--- src/rtl/vga_sync_decoder_pkg.sv ---
// Shared types and constants for the VGA sync decoder: lock FSM states,
// counter widths, colour payload and a saturating counter helper.
package vga_sync_decoder_pkg;

    localparam int unsigned H_ACTIVE_DEF = 640;
    localparam int unsigned V_ACTIVE_DEF = 480;
    localparam int unsigned CNT_W        = 11;
    localparam int unsigned FCNT_W       = 16;
    localparam int unsigned COLOR_W      = 8;
    localparam int unsigned RGB_W        = 3 * COLOR_W;

    localparam logic [CNT_W-1:0] CNT_MAX = '1;

    typedef enum logic [1:0] {
        ST_SEARCH  = 2'd0,
        ST_MEASURE = 2'd1,
        ST_LOCKED  = 2'd2
    } sync_state_e;

    typedef struct packed {
        logic [COLOR_W-1:0] r;
        logic [COLOR_W-1:0] g;
        logic [COLOR_W-1:0] b;
    } rgb_t;

    // Increment that sticks at the all-ones value instead of wrapping.
    function automatic logic [CNT_W-1:0] sat_inc(input logic [CNT_W-1:0] v);
        return (v == CNT_MAX) ? v : v + CNT_W'(1);
    endfunction

endpackage

--- src/rtl/vga_edge_detect.sv ---
// Two-stage input synchroniser for the VGA pins; derives the pixel strobe and
// the per-pixel falling strobes of vs, hs and blank_n.
module vga_edge_detect
    import vga_sync_decoder_pkg::*;
(
    input  logic               clk,
    input  logic               reset,
    input  logic               i_vga_clk,
    input  logic               i_vga_hs,
    input  logic               i_vga_vs,
    input  logic               i_vga_blank_n,
    input  rgb_t               i_rgb,
    output logic               o_pix_stb_c,
    output logic               o_vs_fall_c,
    output logic               o_hs_fall_c,
    output logic               o_blank_fall_c,
    output logic               o_blank_q,
    output rgb_t               o_rgb_q
);

    logic r_clk_q;
    logic r_clk_qq;
    logic r_hs_q;
    logic r_hs_qq;
    logic r_vs_q;
    logic r_vs_qq;
    logic r_blank_q;
    logic r_blank_qq;
    rgb_t r_rgb_q;

    // Syncs idle high so a reset never fabricates a falling edge.
    always_ff @(posedge clk) begin
        if (reset) begin
            r_clk_q    <= 1'b0;
            r_clk_qq   <= 1'b0;
            r_hs_q     <= 1'b1;
            r_hs_qq    <= 1'b1;
            r_vs_q     <= 1'b1;
            r_vs_qq    <= 1'b1;
            r_blank_q  <= 1'b0;
            r_blank_qq <= 1'b0;
            r_rgb_q    <= '0;
        end else begin
            r_clk_q    <= i_vga_clk;
            r_clk_qq   <= r_clk_q;
            r_hs_q     <= i_vga_hs;
            r_hs_qq    <= r_hs_q;
            r_vs_q     <= i_vga_vs;
            r_vs_qq    <= r_vs_q;
            r_blank_q  <= i_vga_blank_n;
            r_blank_qq <= r_blank_q;
            r_rgb_q    <= i_rgb;
        end
    end

    // With vga_clk = clk/2, the qq stage holds the previous pixel on a strobe.
    assign o_pix_stb_c    = r_clk_q & ~r_clk_qq;
    assign o_vs_fall_c    = o_pix_stb_c & ~r_vs_q & r_vs_qq;
    assign o_hs_fall_c    = o_pix_stb_c & ~r_hs_q & r_hs_qq;
    assign o_blank_fall_c = o_pix_stb_c & ~r_blank_q & r_blank_qq;
    assign o_blank_q      = r_blank_q;
    assign o_rgb_q        = r_rgb_q;

endmodule

--- src/rtl/vga_sync_decoder.sv ---
// Recovers pixel coordinates and colour from a VGA transmitter's pins and
// tracks whether the stream matches the expected active geometry.
module vga_sync_decoder
    import vga_sync_decoder_pkg::*;
#(
    parameter int unsigned H_ACTIVE = H_ACTIVE_DEF,
    parameter int unsigned V_ACTIVE = V_ACTIVE_DEF
) (
    input  logic                 clk,
    input  logic                 reset,
    input  logic                 vga_clk,
    input  logic                 vga_hs,
    input  logic                 vga_vs,
    input  logic                 vga_blank_n,
    input  logic [COLOR_W-1:0]   vga_r,
    input  logic [COLOR_W-1:0]   vga_g,
    input  logic [COLOR_W-1:0]   vga_b,
    output logic                 pixel_valid,
    output logic [CNT_W-1:0]     pixelX,
    output logic [CNT_W-1:0]     pixelY,
    output logic [RGB_W-1:0]     rgb,
    output logic                 frame_start,
    output logic                 locked,
    output logic                 lock_err,
    output logic [FCNT_W-1:0]    frame_count
);

    logic        w_pix_stb;
    logic        w_vs_fall;
    logic        w_unused_hs_fall;
    logic        w_blank_fall;
    logic        w_blank_q;
    rgb_t        w_rgb_q;
    rgb_t        w_rgb_in;

    assign w_rgb_in = '{r: vga_r, g: vga_g, b: vga_b};

    vga_edge_detect u_edge (
        .clk            (clk),
        .reset          (reset),
        .i_vga_clk      (vga_clk),
        .i_vga_hs       (vga_hs),
        .i_vga_vs       (vga_vs),
        .i_vga_blank_n  (vga_blank_n),
        .i_rgb          (w_rgb_in),
        .o_pix_stb_c    (w_pix_stb),
        .o_vs_fall_c    (w_vs_fall),
        .o_hs_fall_c    (w_unused_hs_fall),
        .o_blank_fall_c (w_blank_fall),
        .o_blank_q      (w_blank_q),
        .o_rgb_q        (w_rgb_q)
    );

    sync_state_e       r_state;
    sync_state_e       w_next_state;
    logic [CNT_W-1:0]  r_xcnt;
    logic [CNT_W-1:0]  r_ycnt;
    logic              r_line_len_ok;

    logic [CNT_W-1:0]  w_ycnt_closed;
    logic              w_len_ok_closed;
    logic              w_frame_ok;
    logic              w_lock_lost;
    logic              w_count_frame;
    logic              w_capture;

    logic              r_pixel_valid;
    logic [CNT_W-1:0]  r_pixel_x;
    logic [CNT_W-1:0]  r_pixel_y;
    rgb_t              r_rgb;
    logic              r_frame_start;
    logic              r_locked;
    logic              r_lock_err;
    logic [FCNT_W-1:0] r_frame_count;

    always_ff @(posedge clk) begin
        if (reset) begin
            r_state <= ST_SEARCH;
        end else begin
            r_state <= w_next_state;
        end
    end

    // A line closing on the same strobe as vs is folded in before judging the frame.
    always_comb begin
        w_next_state    = r_state;
        w_lock_lost     = 1'b0;
        w_count_frame   = 1'b0;
        w_ycnt_closed   = w_blank_fall ? sat_inc(r_ycnt) : r_ycnt;
        w_len_ok_closed = r_line_len_ok &
                          (~w_blank_fall | (r_xcnt == CNT_W'(H_ACTIVE)));
        w_frame_ok      = w_len_ok_closed & (w_ycnt_closed == CNT_W'(V_ACTIVE));
        if (w_vs_fall) begin
            unique case (r_state)
                ST_SEARCH: begin
                    w_next_state = ST_MEASURE;
                end
                ST_MEASURE: begin
                    w_next_state = w_frame_ok ? ST_LOCKED : ST_SEARCH;
                end
                ST_LOCKED: begin
                    if (w_frame_ok) begin
                        w_count_frame = 1'b1;
                    end else begin
                        w_next_state = ST_SEARCH;
                        w_lock_lost  = 1'b1;
                    end
                end
                default: begin
                    w_next_state = ST_SEARCH;
                end
            endcase
        end
    end

    // Geometry counters: xcnt counts active pixels, ycnt counts closed lines.
    always_ff @(posedge clk) begin
        if (reset) begin
            r_xcnt        <= '0;
            r_ycnt        <= '0;
            r_line_len_ok <= 1'b1;
        end else if (w_vs_fall) begin
            r_xcnt        <= '0;
            r_ycnt        <= '0;
            r_line_len_ok <= 1'b1;
        end else if (w_blank_fall) begin
            r_xcnt        <= '0;
            r_ycnt        <= sat_inc(r_ycnt);
            r_line_len_ok <= w_len_ok_closed;
        end else if (w_pix_stb && w_blank_q) begin
            r_xcnt        <= sat_inc(r_xcnt);
        end
    end

    assign w_capture = w_pix_stb & w_blank_q & (r_state == ST_LOCKED);

    always_ff @(posedge clk) begin
        if (reset) begin
            r_pixel_valid <= 1'b0;
            r_pixel_x     <= '0;
            r_pixel_y     <= '0;
            r_rgb         <= '0;
            r_frame_start <= 1'b0;
            r_locked      <= 1'b0;
            r_lock_err    <= 1'b0;
            r_frame_count <= '0;
        end else begin
            r_pixel_valid <= w_capture;
            r_frame_start <= w_vs_fall;
            r_lock_err    <= w_lock_lost;
            r_locked      <= (w_next_state == ST_LOCKED);
            if (w_count_frame) begin
                r_frame_count <= r_frame_count + FCNT_W'(1);
            end
            if (w_capture) begin
                r_pixel_x <= r_xcnt;
                r_pixel_y <= r_ycnt;
                r_rgb     <= w_rgb_q;
            end
        end
    end

    assign pixel_valid = r_pixel_valid;
    assign pixelX      = r_pixel_x;
    assign pixelY      = r_pixel_y;
    assign rgb         = r_rgb;
    assign frame_start = r_frame_start;
    assign locked      = r_locked;
    assign lock_err    = r_lock_err;
    assign frame_count = r_frame_count;

endmodule

--- config.mk ---
export PLATFORM = sky130hd
export DESIGN_NAME = vga_sync_decoder
export DESIGN_NICKNAME = d
export VERILOG_FILES = /design/src/rtl/vga_sync_decoder_pkg.sv /design/src/rtl/vga_edge_detect.sv /design/src/rtl/vga_sync_decoder.sv
export SDC_FILE = /design/constraint.sdc
export NUM_CORES = 1
export LEC_CHECK = 0
export ABC_AREA = 1
export CORE_ASPECT_RATIO = 1.5
export CORE_MARGIN = 5
export CORE_UTILIZATION = 43
export DETAILED_ROUTE_END_ITERATION = 6
export HOLD_SLACK_MARGIN = 0.1
export PLACE_DENSITY = 0.67
export SYNTH_ARGS = -nofsm -noshare
export SYNTH_HDL_FRONTEND = slang
export SYNTH_SLANG_ARGS = --single-unit
export TNS_END_PERCENT = 50
--- constraint.sdc ---
create_clock -name clk -period 2.8 [get_ports clk]
set_input_delay 0.56 -clock clk [delete_from_list [all_inputs] [get_ports clk]]
set_output_delay 0.56 -clock clk [all_outputs]
set_load 0.1 [all_outputs]
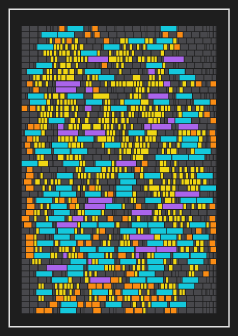
(placed cells, one colour a class)
Fill, decap, tap and diode cells in grey.
combinational and other logic: in yellow, cells 519. clock drivers and dummy loads: in purple, cells 32. remaining buffers and delay cells: in orange, cells 101. sequential cells: in cyan, cells 121.

==> out/metrics.yaml <==
slowest_stage: "dfxtp_1"
status: "finished clean"
rr_startpoint: "r_ycnt[0]$_SDFF_PP0_"
p_leak_uw: 0.002858
critPathBufInv: 0
synth_nets: 699
cts_buffers: 17
drt_wl_total_um: 11560
yosysMostFrequentCell: "nor2_1"
dr.pass1.iters: 4
drc: 0
crit_top_cell: "nand2_1"
setup_viol: 0
use_met1_pct: 18.46
post_cts_resized: 0
pg_clk_uw: 2320
place.gp.congestion: 0.8728
fin_skew_ns: 0.006035
period_needed_ns: 2.410
powerComb_uw: 129
wl_per_cell_um: 12.57
comb.multi_input.count: 433
min_from: "u_edge.r_vs_q$_SDFF_PP1_"
synthArstFlopShare_pct: 0
vias_per_cell: 4.713
xor_share_pct: 0.5408
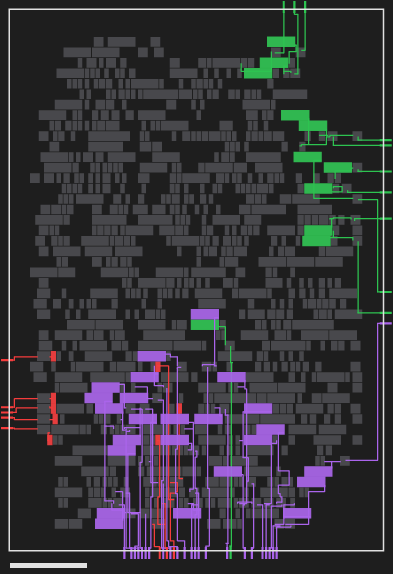
(port wiring)
Bar = 20 um.
pixelY: in green, direction output, edge 7 right, 3 top, 1 bottom, end cells 11, buffers 11, wire 306 um. vga_r: in red, direction input, edge 5 left, 3 bottom, end cells 8, buffers 8, wire 170 um. rgb: in purple, direction output, edge 23 bottom, 1 right, end cells 24, buffers 24, wire 949 um.

